[config.mk]
export PLATFORM = sky130hd
export DESIGN_NAME = alu_req_arbiter
export DESIGN_NICKNAME = d
export VERILOG_FILES = /design/src/rtl/alu_req_arbiter.sv
export SDC_FILE = /design/constraint.sdc
export NUM_CORES = 1
export LEC_CHECK = 0
export CAP_MARGIN = 25
export CELL_PAD_IN_SITES_DETAIL_PLACEMENT = 0
export CELL_PAD_IN_SITES_GLOBAL_PLACEMENT = 1
export CORE_ASPECT_RATIO = 0.7
export CORE_UTILIZATION = 28
export CTS_CLUSTER_DIAMETER = 120
export CTS_CLUSTER_SIZE = 30
export DETAILED_ROUTE_END_ITERATION = 7
export GPL_TIMING_DRIVEN = 1
export PLACE_DENSITY = 0.84
export REMOVE_ABC_BUFFERS = 1
export SLEW_MARGIN = 20
export SYNTH_ARGS = -nofsm -noshare
export SYNTH_HDL_FRONTEND = slang
export SYNTH_SLANG_ARGS = --single-unit
[constraint.sdc]
create_clock -name clk -period 1.95 [get_ports clk]
set_clock_uncertainty 0.15 [all_clocks]
set_input_delay 0.39 -clock clk [delete_from_list [all_inputs] [get_ports clk]]
set_output_delay 0.39 -clock clk [all_outputs]
set_load 0.01 [all_outputs]
[src/rtl/alu_req_arbiter.sv]
// Round-robin front end that shares one alucode ALU between two requesters:
// one operation in flight, operands held for ALU_WAIT cycles, result returned on a response channel.
module alu_req_arbiter #(
    parameter int unsigned ALU_WAIT = 1
) (
    input  logic        clk,
    input  logic        rst_n,
    input  logic        req0_valid,
    output logic        req0_ready,
    input  logic [3:0]  req0_a,
    input  logic [3:0]  req0_b,
    input  logic [1:0]  req0_op,
    input  logic        req1_valid,
    output logic        req1_ready,
    input  logic [3:0]  req1_a,
    input  logic [3:0]  req1_b,
    input  logic [1:0]  req1_op,
    output logic        rsp0_valid,
    input  logic        rsp0_ready,
    output logic [7:0]  rsp0_data,
    output logic        rsp1_valid,
    input  logic        rsp1_ready,
    output logic [7:0]  rsp1_data,
    output logic [3:0]  alu_a,
    output logic [3:0]  alu_b,
    output logic [1:0]  alu_op,
    input  logic [7:0]  alu_out,
    output logic        busy,
    output logic [15:0] done_cnt
);

    typedef enum logic [1:0] {
        IDLE = 2'd0,
        EXEC = 2'd1,
        RESP = 2'd2
    } state_t;

    localparam logic [3:0] WAIT_LOAD = 4'(ALU_WAIT - 1);

    state_t      state_q, state_d;
    logic        last_q, last_d;
    logic        owner_q, owner_d;
    logic [3:0]  opA_q, opA_d;
    logic [3:0]  opB_q, opB_d;
    logic [1:0]  opCode_q, opCode_d;
    logic [7:0]  result_q, result_d;
    logic [3:0]  waitCnt_q, waitCnt_d;
    logic [15:0] doneCnt_q, doneCnt_d;

    logic        grant0;
    logic        grant1;
    logic        rspReady;

    always_ff @(posedge clk) begin
        if (!rst_n) begin
            state_q   <= IDLE;
            last_q    <= 1'b1;
            owner_q   <= 1'b0;
            opA_q     <= 4'd0;
            opB_q     <= 4'd0;
            opCode_q  <= 2'd0;
            result_q  <= 8'd0;
            waitCnt_q <= 4'd0;
            doneCnt_q <= 16'd0;
        end else begin
            state_q   <= state_d;
            last_q    <= last_d;
            owner_q   <= owner_d;
            opA_q     <= opA_d;
            opB_q     <= opB_d;
            opCode_q  <= opCode_d;
            result_q  <= result_d;
            waitCnt_q <= waitCnt_d;
            doneCnt_q <= doneCnt_d;
        end
    end

    // Under contention the requester that was not served last wins; a lone requester always wins.
    always_comb begin
        state_d    = state_q;
        last_d     = last_q;
        owner_d    = owner_q;
        opA_d      = opA_q;
        opB_d      = opB_q;
        opCode_d   = opCode_q;
        result_d   = result_q;
        waitCnt_d  = waitCnt_q;
        doneCnt_d  = doneCnt_q;
        req0_ready = 1'b0;
        req1_ready = 1'b0;
        rsp0_valid = 1'b0;
        rsp1_valid = 1'b0;

        grant0   = req0_valid && (!req1_valid || last_q);
        grant1   = req1_valid && (!req0_valid || !last_q);
        rspReady = owner_q ? rsp1_ready : rsp0_ready;

        case (state_q)
            IDLE: begin
                req0_ready = rst_n && grant0;
                req1_ready = rst_n && grant1;
                if (req0_ready || req1_ready) begin
                    owner_d   = req1_ready;
                    opA_d     = req1_ready ? req1_a  : req0_a;
                    opB_d     = req1_ready ? req1_b  : req0_b;
                    opCode_d  = req1_ready ? req1_op : req0_op;
                    waitCnt_d = WAIT_LOAD;
                    state_d   = EXEC;
                end
            end
            EXEC: begin
                if (waitCnt_q == 4'd0) begin
                    result_d = alu_out;
                    state_d  = RESP;
                end else begin
                    waitCnt_d = waitCnt_q - 4'd1;
                end
            end
            RESP: begin
                rsp0_valid = !owner_q;
                rsp1_valid = owner_q;
                if (rspReady) begin
                    doneCnt_d = doneCnt_q + 16'd1;
                    last_d    = owner_q;
                    state_d   = IDLE;
                end
            end
            default: begin
                state_d = IDLE;
            end
        endcase
    end

    assign alu_a     = opA_q;
    assign alu_b     = opB_q;
    assign alu_op    = opCode_q;
    assign rsp0_data = result_q;
    assign rsp1_data = result_q;
    assign busy      = (state_q != IDLE);
    assign done_cnt  = doneCnt_q;

endmodule

==> notes.md, run 1 <==
flow finished, numbers: met3 WL 433 um, Top Consumer sequential cells, met2 Usage GRT 0.2342, Routed WL per cell 12.28 um, CP endpoint req0_ready, switching part of the total power 0.2644, # H-tree levels 2, leakage power 1.336 nW, Post-DP Area 3002 um2, RR Endpoint done_cnt[9]$_SDFFE_PN0P_, FF-to-FF setup slack 0.1 ns, worst path required time 1.41 ns, hold path startpoint alu_b[0]$_SDFFE_PN0P_, Metal-1 WL 2.524 mm, yosys warns 0, ys cells 220, Final min period 1.852 ns, Final period util 0.9497, Top cell area share 0.4313, Comb pwr share 0.235, VDD IR-drop max 307.7 uV, Post-Syn Area 1949 um2, Setup CP Type reg -> out, gr busiest metal met2, P_sw 526.0 uW, Top Layout Cells clkdlybuf4s50_1 (70), dfxtp_1 (37), buf_4 (36), nor2_1 (31), mux2i_1 (20), worst flop-to-flop path startpoint done_cnt[6]$_SDFFE_PN0P_, fraction of layout cells with a size suffix above 1 0.1939, final slew viol count 0, asr flop ratio synth 0, status complete, no violations, worst rel slew slack 0.6381, unrepaired setup endpoints after global routing no, Clock Tree Root clkbuf_8, Core ar. 6725 um2, hold depth 2, Comb gate area 999.7 um2, Synth Instances 220, total track usage 0.1524, design area 3183 um2, nets 366, flip-flops 42, fillcell total 642, vias per cell 4.572, Layout non-clock buf frac 0.3439, Comb area share 0.3141, Cell Type Count 41, f_max 540.0 MHz, row cnt 25, initial antenna violation count 1, crit path from state_q[0]$_SDFFE_PN0P_, setup slack after layout 0.09803 ns, number of hold buffers added after CTS 0, ys flop type dfxtp_1, sequential share of cell area 0.2661, clock buffers 7, MI comb cells 153, Worst-Skew Late Latency 0.29 ns, Final Wtd Congestion 0.8207, R2R depth 5, Final clock-cell share 0.02869, Clock Power Share 0.291, Antenna Diode Count 1, Hold/Removal Path Class reg -> reg, Highest Signal Layer met4, top cells by area dfxtp_1 (43%), mux2i_1 (10%), nor2_1 (6.4%), maximum number of pins on one net before global-route repair 21, Non-clk bufs 119, max reg flops 16, Residual DRC 0, clock sink total 42, die area 7305 um2, crit start category register, Yosys chip area 1949 um2, HPWL Detailed 3.943 mm, CTS tree built, number of tap instances 94, Min-Delay Endpoint alu_b[0]$_SDFFE_PN0P_, Pint 1.463 mW, critical path capture point type output port, CP max FO 5, largest area contributor in the netlist dfxtp_1, number of global-route vias before repair 1888, Max-area cell class non-clock buffers, post-CTS sizing 22, clock buffer depth 2, Post-synth EDFFs 0, max-cap violations 0, final antenna-violating net count 0, M1 GR Usage 0.2019, measured slew at the worst slew-check pin 0.5429 ns, Die X 101.7 um, most frequent cell after synthesis dfxtp_1, core utilization at floorplan 0.2899, clock network power 580 uW, OpenROAD warning count 26, Setup violations, final 0, post-place setup slack -0.5668 ns, global-route wire length before repair 8.590 mm, Flop pwr share 0.474, clock transition at the registers of the reported paths 0.08 ns, cts bufs inserted 5, Reg area 847.1 um2, Final Hold Vio Count 0, router iterations before antenna repair 4, Mean Syn Cell Area 8.861 um2, register bit total from synthesis 42, Commonest cells post-synth dfxtp_1 (42), nor2_1 (33), mux2i_1 (20), Logic power comb 467 uW
==> run 1: stage by stage <==
step                      TNS, ns  std cells  power, mW  hold WS (ns)    util
after global placement     -6.427        408      1.405        0.3342  0.4463
final                           0        425      1.989        0.3500  0.4733
after CTS                       0        424      2.009        0.3535  0.4701
after global routing            0        425      2.098        0.3752  0.4733
after floorplan           -0.1275        203      1.149        0.3188       -
after detailed placement   -6.838        408      1.412        0.3412  0.4463
==> run 1: logic make-up after synthesis <==
family,synth area share
xor gates and xnor gates,0.03145
AOI/OAI and AO/OA,0.1194
DFF,0.4313
buffers and inverters,0.06610
muxes,0.1085
and+or+nand+nor,0.2240
adders and majority gates,0.01926
==> run 1: critical path, cell delays in order (launching register included) <==
cell and delay, ns:
dfxtp_2 0.35, or3b_4 0.41, nor2_2 0.11, buf_2 0.14
==> run_1/port_nets.png <==
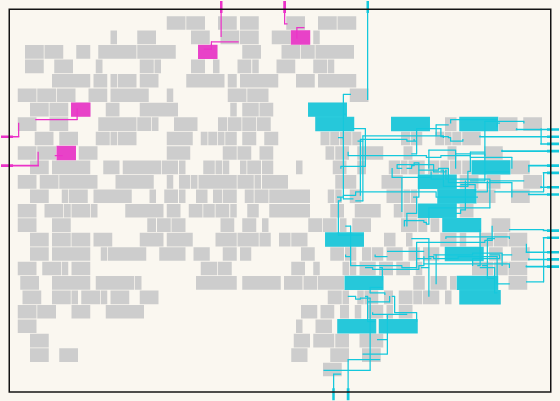
Magenta is req0_a, direction input, end cells 4, buffers 4, wire 41.1 um. Cyan is done_cnt, direction output, end cells 16, buffers 25, wire 786 um.
# port buffers: 80
Ports: 81

==> run_1/met3.png <==
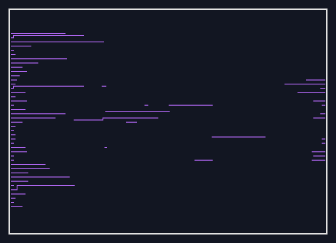
The layer carries 433 um of wire. The longest straight run is 29.7 um. The layer holds 8.3% of the routed length. 60 nets have wire on it.
routed via count: 1943
routed wire length: 5.221 mm
met3 global-route usage: 0.05561

==> run_1/registers.png <==
Other sequential cells in the stronger grey, the rest of the logic in the fainter grey.
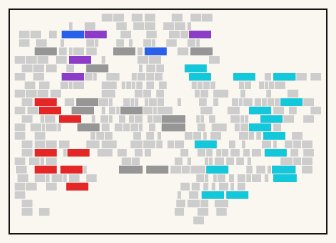
Red is rsp0_data, flops 8. Blue is alu_op, flops 2. Purple is alu_b, flops 4, where upper left. Cyan is done_cnt, flops 16.
Another 12 sequential cells are not coloured.
Final Util: 0.4733
seq pwr: 943 uW

==> run 1 -> run 2 <==
--- a/config.mk
+++ b/config.mk
@@ -5,7 +5,6 @@
 export SDC_FILE = /design/constraint.sdc
 export NUM_CORES = 1
 export LEC_CHECK = 0
-export CAP_MARGIN = 25
 export CELL_PAD_IN_SITES_DETAIL_PLACEMENT = 0
 export CELL_PAD_IN_SITES_GLOBAL_PLACEMENT = 1
 export CORE_ASPECT_RATIO = 0.7
==> notes.md, run 2 <==
flow finished, numbers: status complete, no violations, hold path startpoint alu_b[0]$_SDFFE_PN0P_, FF-to-FF setup slack 0.1 ns, Top Family by Delay on Critical Path simple AND/OR/NAND/NOR gates, routed wire length 5.221 mm, worst path required time 1.41 ns, post-CTS sizing 22, CTS tree built, Critical path buffers and inverters 1, final slew viol count 0, Top Layout Cells clkdlybuf4s50_1 (70), dfxtp_1 (37), buf_4 (36), nor2_1 (31), mux2i_1 (20), Post-DP Area 3002 um2, setup slack after layout 0.09803 ns, Final Wtd Congestion 0.8207, hold depth 2, CP max stage cell or3b_4, Min-Delay Endpoint alu_b[0]$_SDFFE_PN0P_, flip-flops 42, Comb area share 0.3141, Non-clk bufs 119, R2R depth 5, ys cells 220, vias per cell 4.572, Final Hold Vio Count 0, Critical Path, Cell by Cell or3b_4 -> nor2_2 -> buf_2, Final clock-cell share 0.02869, setup TNS 0 ns, Cell Type Count 41, Reg area 847.1 um2, Flop pwr share 0.474, cts bufs inserted 5, Adder Share, Synth 0.01926, clock transition at the registers of the reported paths 0.08 ns, most frequent cell after synthesis dfxtp_1, core utilization at floorplan 0.2899, VDD IR-drop max 307.7 uV, asr flop ratio synth 0, largest area contributor in the netlist dfxtp_1, max-cap violations 0, number of global-route vias before repair 1888, Max-area cell class non-clock buffers, clock buffer depth 2, # port buffers 80, Post-synth EDFFs 0, Layout non-clock buf frac 0.3439, routed via count 1943, # H-tree levels 2, Worst-Skew Late Latency 0.29 ns, clock network power 580 uW, Residual DRC 0, xor/xnor share of the synthesized area 0.03145, switching part of the total power 0.2644, met3 global-route usage 0.05561, top cells by area dfxtp_1 (43%), mux2i_1 (10%), nor2_1 (6.4%), Antenna Diode Count 1, worst flop-to-flop path startpoint done_cnt[6]$_SDFFE_PN0P_, Top non-seq family simple AND/OR/NAND/NOR gates, Comb gate area 999.7 um2, worst rel slew slack 0.6381, cell count along the critical path 3, Die X 101.7 um, maximum number of pins on one net before global-route repair 21, Final min period 1.852 ns, MUX share of area 0.1085, max reg flops 16, P_sw 526.0 uW, router iterations before antenna repair 4, Inst Count DP 408, Final period util 0.9497, Routed WL per cell 12.28 um, CP peak stage delay 0.41 ns, Clock Power Share 0.291, gr busiest metal met2, seq pwr 943 uW, Synth Instances 220, final antenna-violating net count 0, Setup violations, final 0, critical path capture point type output port, leakage power 1.336 nW
-- run 2: cell counts after synthesis --
Identical to the previous run, type by type.
-- run 2: worst max-delay path by stage --
| stage | start | end |
|---|---|---|
| 5_1_grt | done_cnt[6]$_SDFFE_PN0P_ | done_cnt[9]$_SDFFE_PN0P_ |
| 6_report | state_q[0]$_SDFFE_PN0P_ | req0_ready |
| 3_3_place_gp | rst_n | req0_ready |
| 4_1_cts | req0_valid | owner_q$_SDFFE_PN0P_ |
| 2_1_floorplan | done_cnt[3]$_SDFFE_PN0P_ | done_cnt[15]$_SDFFE_PN0P_ |
| 3_5_place_dp | rst_n | req0_ready |
-- run 2: worst min-delay path, delay by kind of cell, from the launching register on --
kind | cells | cell delay [ns]
simple gates | 1 | 0.09
compound gates | 1 | 0.05
flops | 1 | 0.31
==> run_2/final_placement.png <==
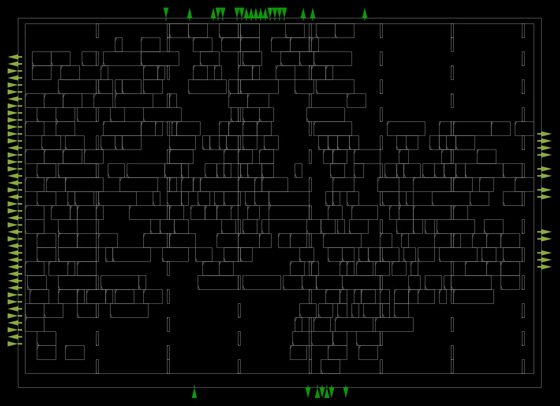
fillcell total: 642
post-route insts no fill: 425
Core ar.: 6725 um2
row cnt: 25
number of tap instances: 94

==> run 2 -> run 3 <==
--- a/config.mk
+++ b/config.mk
@@ -12,9 +12,8 @@
 export CTS_CLUSTER_DIAMETER = 120
 export CTS_CLUSTER_SIZE = 30
 export DETAILED_ROUTE_END_ITERATION = 7
-export GPL_TIMING_DRIVEN = 1
+export GPL_ROUTABILITY_DRIVEN = 0
 export PLACE_DENSITY = 0.84
-export REMOVE_ABC_BUFFERS = 1
 export SLEW_MARGIN = 20
 export SYNTH_ARGS = -nofsm -noshare
 export SYNTH_HDL_FRONTEND = slang
==> notes.md, run 3 <==
flow finished, numbers: OpenROAD warning count 28, f_max 524.6 MHz, Yosys chip area 1949 um2, Layout non-clock buf frac 0.3353, Adder Share, Synth 0.01926, P_sw 529.2 uW, Antenna Diode Count 0, critical path capture point type output port, switching part of the total power 0.2561, maximum number of pins on one net before global-route repair 23, die area 7305 um2, Mean Syn Cell Area 8.861 um2, Flop pwr share 0.455, # port buffers 80, failing checks DRC, fraction of layout cells with a size suffix above 1 0.1921, design area 3191 um2, most frequent cell after synthesis dfxtp_1, status finished with violations, clock buffer depth 2, Top non-seq family simple AND/OR/NAND/NOR gates, Post-Syn Area 1949 um2, Ports 81, register bit total from synthesis 42, initial antenna violation count 0, crit start category input port, routed via count 1927, Reg area 845.8 um2, worst rel slew slack 0.7389, core utilization at floorplan 0.2899, Final Hold Vio Count 0, global-route wire length before repair 8.694 mm, HPWL Detailed 3.861 mm, Critical Path, Cell by Cell clkdlybuf4s50_1 -> inv_1 -> o21ai_1 -> nor2_4 -> buf_6, Final period util 0.9776, FF-to-FF setup slack 0.08 ns, number of tap instances 94, Residual DRC 2, VDD IR-drop max 337.1 uV, unrepaired setup endpoints after global routing yes, Core ar. 6725 um2, met2 Usage GRT 0.2327, final hold slack 0.3348 ns, Cell Type Count 41, MUX share of area 0.1085, worst flop-to-flop path startpoint owner_q$_SDFFE_PN0P_, largest area contributor in the netlist dfxtp_1, MI comb cells 154, worst path required time 1.41 ns, Commonest cells post-synth dfxtp_1 (42), nor2_1 (33), mux2i_1 (20), met3 global-route usage 0.03610, Clock Power Share 0.316, nets 364, Final min period 1.906 ns, ys flop type dfxtp_1, met3 WL 196 um, Highest Signal Layer met4, asr flop ratio synth 0, setup TNS 0 ns, Synth Instances 220, Clock Tree Root clkbuf_8, Critical path buffers and inverters 3, xor/xnor share of the synthesized area 0.03145, cell count along the critical path 5, clock transition at the registers of the reported paths 0.08 ns, CP max FO 3, Max-area cell class non-clock buffers, router iterations before antenna repair 6, clock buffers 8, Post-DP Area 3025 um2, max-cap violations 0, Basic Gates by Area 0.2240, # H-tree levels 2, total track usage 0.1522, Worst-Skew Late Latency 0.29 ns, Non-clk bufs 116, routed wire length 5.226 mm, Top Layout Cells clkdlybuf4s50_1 (72), dfxtp_1 (38), buf_4 (34), nor2_1 (31), mux2i_1 (19), Top Family by Delay on Critical Path buffers and inverters, final antenna-violating net count 0, cts bufs inserted 5, CP peak stage delay 0.52 ns, hold path startpoint done_cnt[15]$_SDFFE_PN0P_
==> run 3: cell counts after synthesis <==
No cell type changed its count.
==> run 3: power by group through the flow <==
stage	registers [mW]	clock network [mW]	logic (mW)
floorplan	0.972	0	0.200
global placement	0.958	0	0.456
detailed placement	0.959	0	0.462
CTS	0.941	0.668	0.474
global route	0.949	0.705	0.514
finish	0.941	0.653	0.472
==> run 3: what timing repair did <==
| item | in CTS | in global routing |
|---|---|---|
| pin swaps | 2 | 0 |
| endpoints found under the setup margin | 10 | 3 |
| hold buffers | 0 | 0 |
| gates resized | 25 | 5 |
| hold endpoints to repair | 0 | 0 |
| gates cloned | 1 | 0 |
| buffers inserted | 2 | 0 |
==> run_3/final_placement.png <==
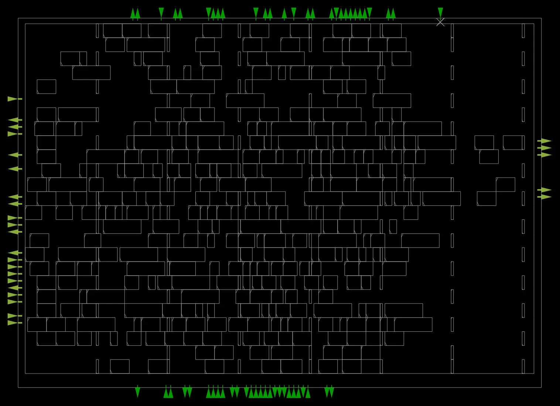
post-route insts no fill: 422
Final Util: 0.4744
fillcell total: 656


==> screenshots <==
Routed metal per tile.
The die is cut into 20 by 14 equal tiles; black is low, pale yellow is high, scaled to the fullest tile. Values are wire area over tile area, all layers added.
image #1
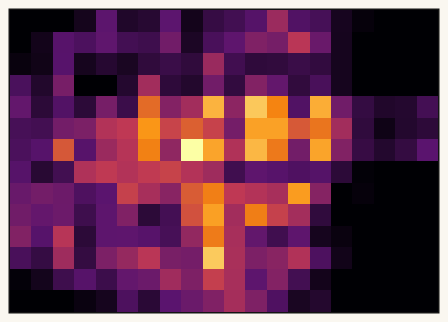
image #2
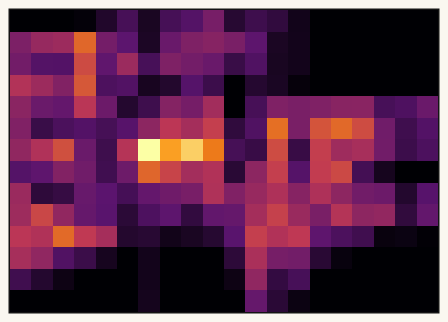
image #1: run 3
image #2: run 1

Key to image #2:
25% of the tiles are nearly empty. The emptiest ninth of the die: upper right. The densest ninth of the die: centre. The mean over all tiles is 0.12. 9.3% of the tiles are over half the peak. The fullest tile reaches 0.52.

Power figures rest on the tool's default switching activity, not on a simulated workload.
